### config.mk
export PLATFORM = sky130hd
export DESIGN_NAME = stage_wb
export DESIGN_NICKNAME = d
export VERILOG_FILES = /design/src/rtl/pipe_pkg.sv /design/src/rtl/pipe_mem_wb.sv /design/src/rtl/stage_wb.sv
export SDC_FILE = /design/constraint.sdc
export NUM_CORES = 1
export LEC_CHECK = 0
export ABC_AREA = 1
export CORE_UTILIZATION = 35
export CTS_CLUSTER_DIAMETER = 120
export CTS_CLUSTER_SIZE = 10
export DETAILED_ROUTE_END_ITERATION = 8
export GPL_TIMING_DRIVEN = 1
export HOLD_SLACK_MARGIN = 0.08
export PLACE_DENSITY = 0.74
export SLEW_MARGIN = 20
export SYNTH_ARGS = -nofsm -noshare
export SYNTH_HDL_FRONTEND = slang
export SYNTH_SLANG_ARGS = --single-unit
### constraint.sdc
create_clock -name CLK -period 5.85 [get_ports CLK]
set_input_delay 1.17 -clock CLK [delete_from_list [all_inputs] [get_ports CLK]]
set_output_delay 1.17 -clock CLK [all_outputs]
set_load 0.05 [all_outputs]
### src/rtl/pipe_pkg.sv
// Shared definitions for the pipeline write-back slice: register indices,
// write-back select encodings, FSM state type and the MEM/WB register layout.
package pipe_pkg;

  localparam int          XLEN   = 32;
  localparam logic [3:0]  PC_REG = 4'd15;
  localparam logic        WB_ALU = 1'b0;
  localparam logic        WB_MEM = 1'b1;

  typedef enum logic {
    IDLE      = 1'b0,
    WAIT_LOAD = 1'b1
  } wb_state_t;

  typedef struct packed {
    logic            v;
    logic            we;
    logic [3:0]      a3;
    logic [XLEN-1:0] data;
  } mem_wb_t;

endpackage

### src/rtl/pipe_mem_wb.sv
// MEM/WB pipeline register. A non-latching cycle inserts a bubble: v and we
// clear while a3/data keep their previous contents.
module pipe_mem_wb
  import pipe_pkg::*;
(
  input  logic            CLK,
  input  logic            RST,
  input  logic            i_latch,
  input  logic            i_we,
  input  logic [3:0]      i_a3,
  input  logic [XLEN-1:0] i_data,
  output logic            o_v,
  output logic            o_we,
  output logic [3:0]      o_a3,
  output logic [XLEN-1:0] o_data
);

  mem_wb_t r_wb;

  always_ff @(posedge CLK or posedge RST) begin
    if (RST) begin
      r_wb <= '0;
    end else if (i_latch) begin
      r_wb.v    <= 1'b1;
      r_wb.we   <= i_we;
      r_wb.a3   <= i_a3;
      r_wb.data <= i_data;
    end else begin
      r_wb.v  <= 1'b0;
      r_wb.we <= 1'b0;
    end
  end

  assign o_v    = r_wb.v;
  assign o_we   = r_wb.we;
  assign o_a3   = r_wb.a3;
  assign o_data = r_wb.data;

endmodule

### src/rtl/stage_wb.sv
// Write-back stage: drives the register-file write port, same-cycle bypass
// flags, R15 redirects, load-wait stall/timeout and the retired counter.
module stage_wb
  import pipe_pkg::*;
#(
  parameter int N            = 32,
  parameter int LOAD_TIMEOUT = 16
) (
  input  logic         CLK,
  input  logic         RST,
  input  logic         valid_mem,
  input  logic         RF_WE_mem,
  input  logic [3:0]   A3_mem,
  input  logic         WBSelect_mem,
  input  logic [N-1:0] ALUResult_mem,
  input  logic [N-1:0] ReadData_mem,
  input  logic         ReadData_valid_mem,
  input  logic         flush_i,
  input  logic [3:0]   A1_id,
  input  logic [3:0]   A2_id,
  output logic         RF_WE_wb,
  output logic [3:0]   A3_wb,
  output logic [N-1:0] wb_data_wb,
  output logic         fwd_A1_o,
  output logic         fwd_A2_o,
  output logic         stall_mem_o,
  output logic         pc_redirect_o,
  output logic [N-1:0] pc_target_o,
  output logic         load_error_o,
  output logic [31:0]  retired_count_o,
  output logic         dbg_state_o
);

  localparam int            CW        = $clog2(LOAD_TIMEOUT + 1);
  localparam logic [CW-1:0] TIMEOUT_C = CW'(LOAD_TIMEOUT);

  wb_state_t     r_state;
  logic [CW-1:0] r_wait_cnt;
  logic          r_load_error;
  logic [31:0]   r_retired;
  logic [N-1:0]  r_pc_target;

  logic          w_stall;
  logic          w_latch;
  logic [N-1:0]  w_sel_data;
  logic          w_v;
  logic          w_we;
  logic [3:0]    w_a3;
  logic [N-1:0]  w_data;
  logic          w_is_pc;
  logic [CW-1:0] w_cnt_next;

  // Flush masks the stall, so a squashed load never holds MEM.
  assign w_stall    = valid_mem & (WBSelect_mem == WB_MEM) & ~ReadData_valid_mem & ~flush_i;
  assign w_latch    = valid_mem & ~flush_i & ~w_stall;
  assign w_sel_data = (WBSelect_mem == WB_MEM) ? ReadData_mem : ALUResult_mem;

  pipe_mem_wb u_mem_wb (
    .CLK     (CLK),
    .RST     (RST),
    .i_latch (w_latch),
    .i_we    (RF_WE_mem),
    .i_a3    (A3_mem),
    .i_data  (w_sel_data),
    .o_v     (w_v),
    .o_we    (w_we),
    .o_a3    (w_a3),
    .o_data  (w_data)
  );

  assign w_is_pc  = w_v & w_we & (w_a3 == PC_REG);
  assign RF_WE_wb = w_v & w_we & (w_a3 != PC_REG);
  assign A3_wb      = w_a3;
  assign wb_data_wb = w_data;

  assign fwd_A1_o = RF_WE_wb & (w_a3 == A1_id);
  assign fwd_A2_o = RF_WE_wb & (w_a3 == A2_id);

  assign stall_mem_o   = w_stall;
  assign pc_redirect_o = w_is_pc;
  assign pc_target_o   = w_is_pc ? w_data : r_pc_target;

  assign load_error_o    = r_load_error;
  assign retired_count_o = r_retired;
  assign dbg_state_o     = r_state;

  // Counter saturates so a stuck load cannot wrap back below the timeout.
  assign w_cnt_next = (r_state == IDLE)         ? CW'(1) :
                      (r_wait_cnt == TIMEOUT_C) ? r_wait_cnt :
                                                  r_wait_cnt + CW'(1);

  always_ff @(posedge CLK or posedge RST) begin
    if (RST) begin
      r_state      <= IDLE;
      r_wait_cnt   <= '0;
      r_load_error <= 1'b0;
    end else begin
      case (r_state)
        IDLE: begin
          if (w_stall) begin
            r_state    <= WAIT_LOAD;
            r_wait_cnt <= w_cnt_next;
            if (w_cnt_next == TIMEOUT_C) r_load_error <= 1'b1;
          end
        end
        WAIT_LOAD: begin
          if (!w_stall) begin
            r_state    <= IDLE;
            r_wait_cnt <= '0;
          end else begin
            r_wait_cnt <= w_cnt_next;
            if (w_cnt_next == TIMEOUT_C) r_load_error <= 1'b1;
          end
        end
        default: begin
          r_state    <= IDLE;
          r_wait_cnt <= '0;
        end
      endcase
    end
  end

  always_ff @(posedge CLK or posedge RST) begin
    if (RST) begin
      r_retired   <= '0;
      r_pc_target <= '0;
    end else begin
      if (w_latch) r_retired <= r_retired + 32'd1;
      if (w_is_pc) r_pc_target <= w_data;
    end
  end

endmodule
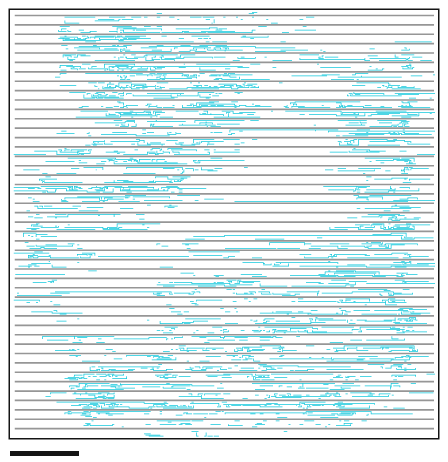
met1.png
Bar = 20 um. Supply wires on this layer in grey.
The longest straight run is 51.7 um. 777 nets have wire on it. The wires run mostly horizontal. The layer carries 6260 um of wire.

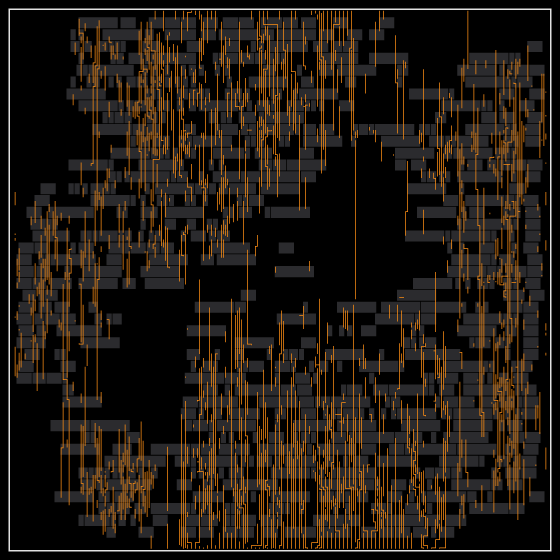
met2.png
Cells faint in the background.
705 nets have wire on it. The layer carries 6720 um of wire. The wires run mostly vertical. The longest straight run is 89.1 um.

==> out/qor.txt <==
outcome: complete, no violations
endpoints failing setup: 0
vias per cell: 4.72
Min-Delay Path Class: reg2reg
Antenna Nets Post-Route: 0
Die Area: 15400 um^2
Top Layout Cells: nand2_1, clkdlybuf4s50_1, dfrtp_1, nor2_1, inv_1
post-route cell area: 7510 um^2
IO Pins: 190
RSZ-0062 raised after global routing: no
max-capacitance violation count: 0
H-Tree Depth: 3
num rows: 44
initial antenna violation count: 0
R2R cell count: 5
buffering overhead: 25.5%
CP Launch Type: flop
post-cts sizing count: 0
slew at the pin closest to its max-slew limit: 1.00 ns
Setup WS post-layout: 1.63 ns
clk tree area frac: 3.67%
sequential cell area share: 36.3%
average wire per standard cell: 13.9 um
die width: 124 um
Non-clk invs: 42
DRC viols: 0
Area after DPL: 7230 um^2
most frequent cells after synthesis: nand2_1, dfrtp_1, nor2_1, inv_1, a31oi_1
chip height: 124 um
clock buffers: 9
maximum clock rate: 0.237 GHz
worst setup path endpoint: pc_target_o[22]
clock slew at reported path FFs: 0.07 ns
CTS tree: built
mi-comb count: 464
flip-flops with a built-in enable: 0
clock buffer depth: 2
fraction of registers with async set/reset: 100%
simple share: 32.4%
vias in the first global route: 4287
top cell category: registers
Worst Hold Path Cells: 2
Commonest Layout Cell: nand2_1
global-route wire length before repair: 21400 um
largest net degree at the start of global routing: 77
Flop area: 2730 um^2
logic area: 2200 um^2
CORE AREA: 14500 um^2
max-slew violations: 0
worst endpoint required time: 4.68 ns
Avg Inst Size Synth: 8.16 um^2
synthesized instance count: 638
Pwr per Cell Area: 274 nW/um^2
area figure in the yosys stat output: 5210 um^2
CP startpoint: u_mem_wb.o_a3[3]$_DFFE_PP0N_
RD Place Congestion: 0.856
CTS Hold Bufs: 0
YS warnings: 0
Setup WS pre-CTS: 1.70 ns
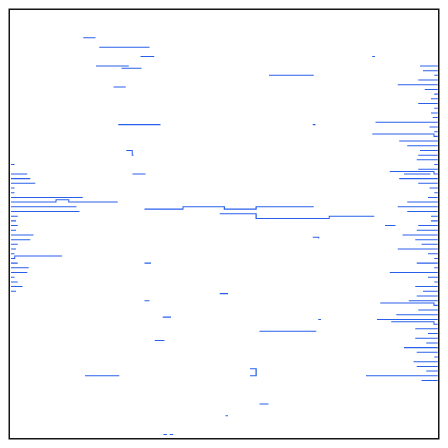
met3.png
The layer holds 5.8% of the routed length. 112 nets have wire on it. The layer carries 807 um of wire.

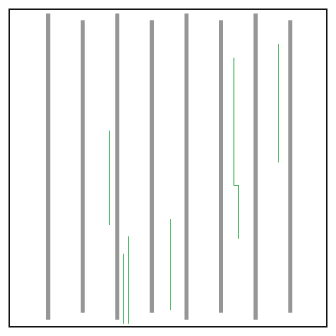
met4.png
Supply wires on this layer in grey.
The wires run mostly vertical. The longest straight run is 49.9 um.

-- power groups by stage --
stage	Clock, mW	Combinational [mW]	Sequential [mW]
2_1_floorplan	0	0.150	1.11
3_3_place_gp	0	0.585	0.904
3_5_place_dp	0	0.589	0.905
4_1_cts	0.597	0.591	0.890
5_1_grt	0.627	0.624	0.900
6_report	0.580	0.586	0.890
-- metal layers --
layer | GRT usage [%] | wire length [um]
met5 | 0 | 0
met4 | 6.85 | 252
met3 | 3.57 | 807
met2 | 30.9 | 6720
met1 | 23.5 | 6260
-- worst max-delay path, stage by stage, from the launching register on --
cell and delay [ns]:
dfrtp_1 0.46, nand4_1 0.17, nor2_2 0.63, inv_2 0.47
nand2_1 0.17, nand2_1 0.08, clkdlybuf4s50_1 0.72
Power figures rest on the tool's default switching activity, not on a simulated workload.
